`config.mk`:
```
export PLATFORM = sky130hd
export DESIGN_NAME = dcache_line_xfer_ctrl
export DESIGN_NICKNAME = d
export VERILOG_FILES = /design/src/rtl/dcache_line_xfer_ctrl.sv
export SDC_FILE = /design/constraint.sdc
export NUM_CORES = 1
export LEC_CHECK = 0
export CAP_MARGIN = 0
export CORE_MARGIN = 5
export CORE_UTILIZATION = 30
export CTS_CLUSTER_SIZE = 10
export DETAILED_ROUTE_END_ITERATION = 8
export GPL_TIMING_DRIVEN = 0
export PLACE_DENSITY = 0.86
export SYNTH_ARGS = -nofsm -noshare
export SYNTH_HDL_FRONTEND = slang
export SYNTH_SLANG_ARGS = --single-unit
```
`constraint.sdc`:
```
create_clock -name clk -period 1.95 [get_ports clk]
set_clock_uncertainty 0.15 [all_clocks]
set_input_delay 0.39 -clock clk [delete_from_list [all_inputs] [get_ports clk]]
set_output_delay 0.39 -clock clk [all_outputs]
set_load 0.05 [all_outputs]
```
`src/rtl/dcache_line_xfer_ctrl.sv`:
```
// dcache_line_xfer_ctrl
// Moves whole cache lines between the data cache and BRAM port B.
// A miss request optionally writes back the dirty victim line, then refills
// the requested line. Only one transaction is in flight at a time. Port A of
// the BRAM stays with the core and is not touched here.
//
// state | meaning
// IDLE  | waiting for a miss request; req_ready high
// WB    | one victim word written to BRAM per cycle
// FILL  | one BRAM read issued per cycle for the refill line
// DRAIN | no BRAM access; the last refill word lands in the cache
// DONE  | done pulse for one cycle, then back to IDLE

module dcache_line_xfer_ctrl #(
    parameter int ADDR_WIDTH     = 12,
    parameter int NUM_COL        = 4,
    parameter int COL_WIDTH      = 8,
    parameter int WORDS_PER_LINE = 4,
    localparam int DATA_WIDTH    = NUM_COL * COL_WIDTH,
    localparam int IDXW          = $clog2(WORDS_PER_LINE),
    localparam int LINEW         = ADDR_WIDTH - IDXW
) (
    input  logic                  clk,
    input  logic                  nrst,
    input  logic                  req_valid,
    output logic                  req_ready,
    input  logic                  req_wb,
    input  logic [LINEW-1:0]      req_wb_line,
    input  logic [LINEW-1:0]      req_fill_line,
    output logic [IDXW-1:0]       wb_rd_idx,
    input  logic [DATA_WIDTH-1:0] wb_rd_data,
    output logic                  fill_we,
    output logic [IDXW-1:0]       fill_idx,
    output logic [DATA_WIDTH-1:0] fill_data,
    output logic                  done,
    output logic                  mem_en,
    output logic [NUM_COL-1:0]    mem_we,
    output logic [ADDR_WIDTH-1:0] mem_addr,
    output logic [DATA_WIDTH-1:0] mem_din,
    input  logic [DATA_WIDTH-1:0] mem_dout
);

    localparam logic [2:0] S_IDLE  = 3'd0;
    localparam logic [2:0] S_WB    = 3'd1;
    localparam logic [2:0] S_FILL  = 3'd2;
    localparam logic [2:0] S_DRAIN = 3'd3;
    localparam logic [2:0] S_DONE  = 3'd4;

    logic [2:0]       r_state;
    logic [IDXW-1:0]  r_cnt;
    logic [LINEW-1:0] r_wb_line;
    logic [LINEW-1:0] r_fill_line;
    logic             r_fill_vld;
    logic [IDXW-1:0]  r_fill_idx;

    logic [IDXW-1:0]  w_cnt_inc;
    logic             w_cnt_last;

    // The word counter wraps by itself; the phase end is the all-ones index.
    assign w_cnt_inc  = r_cnt + IDXW'(1);
    assign w_cnt_last = (r_cnt == {IDXW{1'b1}});

    // Main sequencer: capture the request, walk the line once per phase.
    always_ff @(posedge clk or negedge nrst) begin
        if (!nrst) begin
            r_state     <= S_IDLE;
            r_cnt       <= '0;
            r_wb_line   <= '0;
            r_fill_line <= '0;
        end else begin
            case (r_state)
                S_IDLE: begin
                    if (req_valid) begin
                        r_wb_line   <= req_wb_line;
                        r_fill_line <= req_fill_line;
                        r_cnt       <= '0;
                        r_state     <= req_wb ? S_WB : S_FILL;
                    end
                end
                S_WB: begin
                    r_cnt <= w_cnt_inc;
                    if (w_cnt_last) begin
                        r_state <= S_FILL;
                    end
                end
                S_FILL: begin
                    r_cnt <= w_cnt_inc;
                    if (w_cnt_last) begin
                        r_state <= S_DRAIN;
                    end
                end
                S_DRAIN: begin
                    r_state <= S_DONE;
                end
                S_DONE: begin
                    r_state <= S_IDLE;
                end
                default: begin
                    r_state <= S_IDLE;
                    r_cnt   <= '0;
                end
            endcase
        end
    end

    // BRAM read data arrives one cycle after the read, so remember which
    // index was issued and write it into the cache on the following cycle.
    always_ff @(posedge clk or negedge nrst) begin
        if (!nrst) begin
            r_fill_vld <= 1'b0;
            r_fill_idx <= '0;
        end else begin
            r_fill_vld <= (r_state == S_FILL);
            r_fill_idx <= (r_state == S_FILL) ? r_cnt : '0;
        end
    end

    // Output decode; anything without a role in the current state stays 0.
    always_comb begin
        req_ready = (r_state == S_IDLE);
        done      = (r_state == S_DONE);
        mem_en    = 1'b0;
        mem_we    = '0;
        mem_addr  = '0;
        mem_din   = '0;
        wb_rd_idx = '0;
        case (r_state)
            S_WB: begin
                mem_en    = 1'b1;
                mem_we    = {NUM_COL{1'b1}};
                mem_addr  = {r_wb_line, r_cnt};
                mem_din   = wb_rd_data;
                wb_rd_idx = r_cnt;
            end
            S_FILL: begin
                mem_en   = 1'b1;
                mem_addr = {r_fill_line, r_cnt};
            end
            default: begin
                mem_en = 1'b0;
            end
        endcase
        fill_we   = r_fill_vld;
        fill_idx  = r_fill_vld ? r_fill_idx : '0;
        fill_data = r_fill_vld ? mem_dout : '0;
    end

endmodule

```
==> images/final_congestion.png <==
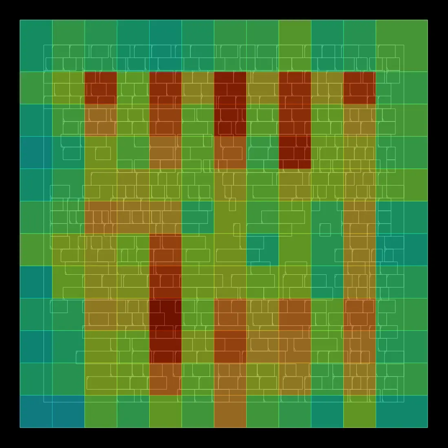
final core utilization: 0.6995
routed len/inst: 17.04 um

==> images/cell_classes.png <==
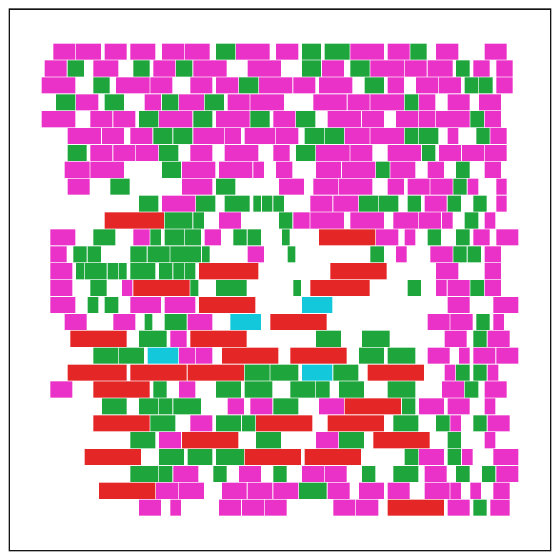
Key: flops = red [cells 28, share of their area 18%]; other buffers and delay cells = magenta [cells 203, share of their area 51%]; clock drivers and dummy loads = cyan [cells 4, share of their area 1.4%]; all other logic = green [cells 147, share of their area 30%]
Seq area share: 0.1724
num rows: 28
Core Box Area: 0.005851 mm^2
final instance area: 0.004093 mm^2

==> images/registers.png <==
Bar = 20 um. Other sequential cells in the stronger gray, the rest of the logic in the fainter gray.
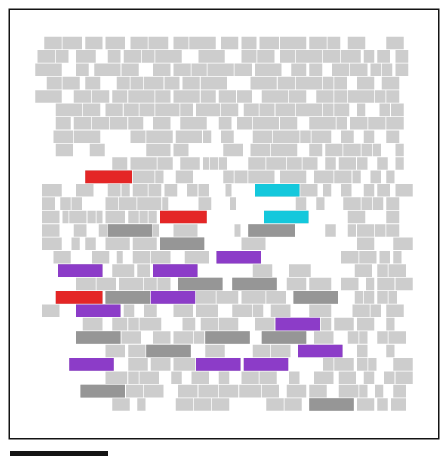
Key: r_fill_idx = cyan [sequential cells 2]; r_state = red [sequential cells 3]; r_fill_line = purple [sequential cells 10]
Another 13 sequential cells are not colored.

==> images/wire_density.png <==
Bar = 20 um. The die is cut into 17 by 17 equal tiles; dark blue is low, red is high, scaled to the fullest tile. Values are wire area over tile area, all layers added.
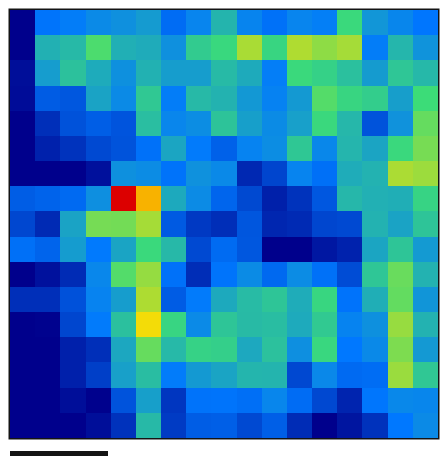
8.7% of the tiles are over half the peak. The fullest tile reaches 0.57. The densest ninth of the die: north-east.

==> Changelog: implementation <==
### Implementation results

* FFs w/ async S/R, synth at 1.000
* GR Overflow Total at 0
* Crit end category: primary output
* Critical path's slowest cell: dfrtp_2
* # fillers at 456
* Status: finished, violations left
* Sequential Area at slightly above 700 um^2
* Cells after Synth at between 150 and 200
* Met1 WL at about 2.8 mm
* DRT iter0 DRCs at between 40 and 50
* Cell Count, Final, Fillers Out at around 460
* Post-CTS Resized at roughly 590
* Seq group at around 1.1 mW
* Layout cells sized above 1 at 0.5393
* Inst Count DP at about 440
* Insertion Delay late pin at between 200 and 300 ps
* Compound Share, Synth at 0.08386
* Hold Vio Cnt, Final at 28
* DRT Pass-1 Iters at 4
* Worst path top cell family by delay: simple AND/OR/NAND/NOR gates
* Met3 WL post-DR at 587 um
* Comb power at slightly above 6 mW
* Initial antenna violation count at 0
* Pwr/cell area at about 1800 mW/mm^2
* Switch Pwr at roughly 4 mW
* Hold buffer count at CTS at 0
* Fmax achieved at 470.8 MHz
* R2R Setup Slk at 170 ps
* Synthesized Nets at between 200 and 300
* Post-layout power at between 7 and 8 mW
* Total GRT Usage at 0.1879
* P&R area growth vs syn at 130.5%
* Fraction of area in multi-input gates at 0.2892
* Final worst path period share at 1.089
* Largest regs: r_fill_line: 10 flops, r_wb_line: 10 flops, r_state: 3 flops
* Setup TNS at -5571 ps
* Synth flops at 28
* Final WL at 7.786 mm
* WS Path Type: flip-flop to primary output
* Startpoint Class: flip-flop
* Non-clock buffer area fraction after layout at 0.5011
* Non-clk bufs at between 200 and 250
* CP Data Arrival Time at 1580 ps
* Rel. slew slack at 0.5800
* GR peak layer: met2
* Worst setup path start: r_state[1]$_DFFE_PN0P_
* Most frequent logic cells in the routed design: 86 x clkdlybuf4s50_1, 35 x and2_1, 30 x buf_8
* Power share of the combinational group at 0.809
* Fin. max-slew vios at 0
* Comb_multi_in at roughly 150
* Post-synth seq share at 0.3946
* Flop pwr share at 0.145
* Die height at ~87 um
* Hold Path Class: input pin to async pin
* Io pins at around 180
* Die Size at roughly 0.0076 mm^2
* Adder share at 0.007047
* Final Critical Period at between 2000 and 2500 ps
* RSZ-0062 raised after global routing: true
* Top power group: combinational logic
* Clk network pwr share at 0.046
* Yosys warns at 0
* Simple share at 0.3256
* Post-synthesis xor/xnor area fraction at 0.004933
* CP max stage delay at between 400 and 500 ps
* Metal2 WL at 4.317 mm
* Violated checks: hold timing, setup timing
* End of the critical path: mem_din[10]
* FF-to-FF End: r_fill_line[3]$_DFFE_PN0P_
* GR Util met1 at 0.2109
* Critical path cell sequence: nand2b_4 -> nor2_4 -> clkbuf_8 -> and2_4 -> buf_8
* Post-synth EDFFs at 0
* Yosys Instances at roughly 190
* Syn Area/Cell at approximately 9.3 um^2
* N_taps at 75
* Vias/cell at between 4 and 5
* Worst Path Buf+Inv at 2
* Final setup fails at 49
* Count of tool warnings at 29
* Comb area at ~0.0012 mm^2
* R2r startpoint: r_state[2]$_DFFE_PN0P_
* Area fraction in mux cells at 0.1325
* Int Power at about 3.6 mW
* Leakage at 1.858 nW
* Max_cap viols at 0
* Crit Path Max Fanout at 5
* Commonest Layout Cell: clkdlybuf4s50_1
* Top cells by area: dfrtp_1 39%, and2_1 24%, mux2_2 13%, a22oi_1 4.2%, nor2_1 3.6%
* Hold slack at -19.24 ps
* Dpl hpwl at about 5.9 mm
* Cell Type Count at 26
* Vias in the first global route at approximately 2100
* Commonest flop: dfrtp_1
* Final net count at about 470
* DRC errors left at 0
* Fin worst setup slack at -174.0 ps
* Synthesis area per yosys at approximately 0.0018 mm^2
* Flops at 28
* FF-to-FF path depth at 5
* CTS tree: yes
* Dpl ws at -833.5 ps
* Largest logic family: simple AND/OR/NAND/NOR gates
* Cell area after synthesis at between 0.0015 and 0.002 mm^2
* Critical Path RT at 1410 ps
* Clk slew on worst S/H paths at approximately 90 ps
* CTS HTree Levels at 1
* Max-area cell share at 0.3946
* Switching Fraction at 0.5177
* Worst path depth at 5
* Clk pwr at ~0.35 mW
* Met2 Use GR at 0.3644
* Clock-cell share of area at 0.01345
* Largest net degree at the start of global routing at 29
* Top layer used by detailed routing: met4
Power is estimated from default activity; no workload was simulated.
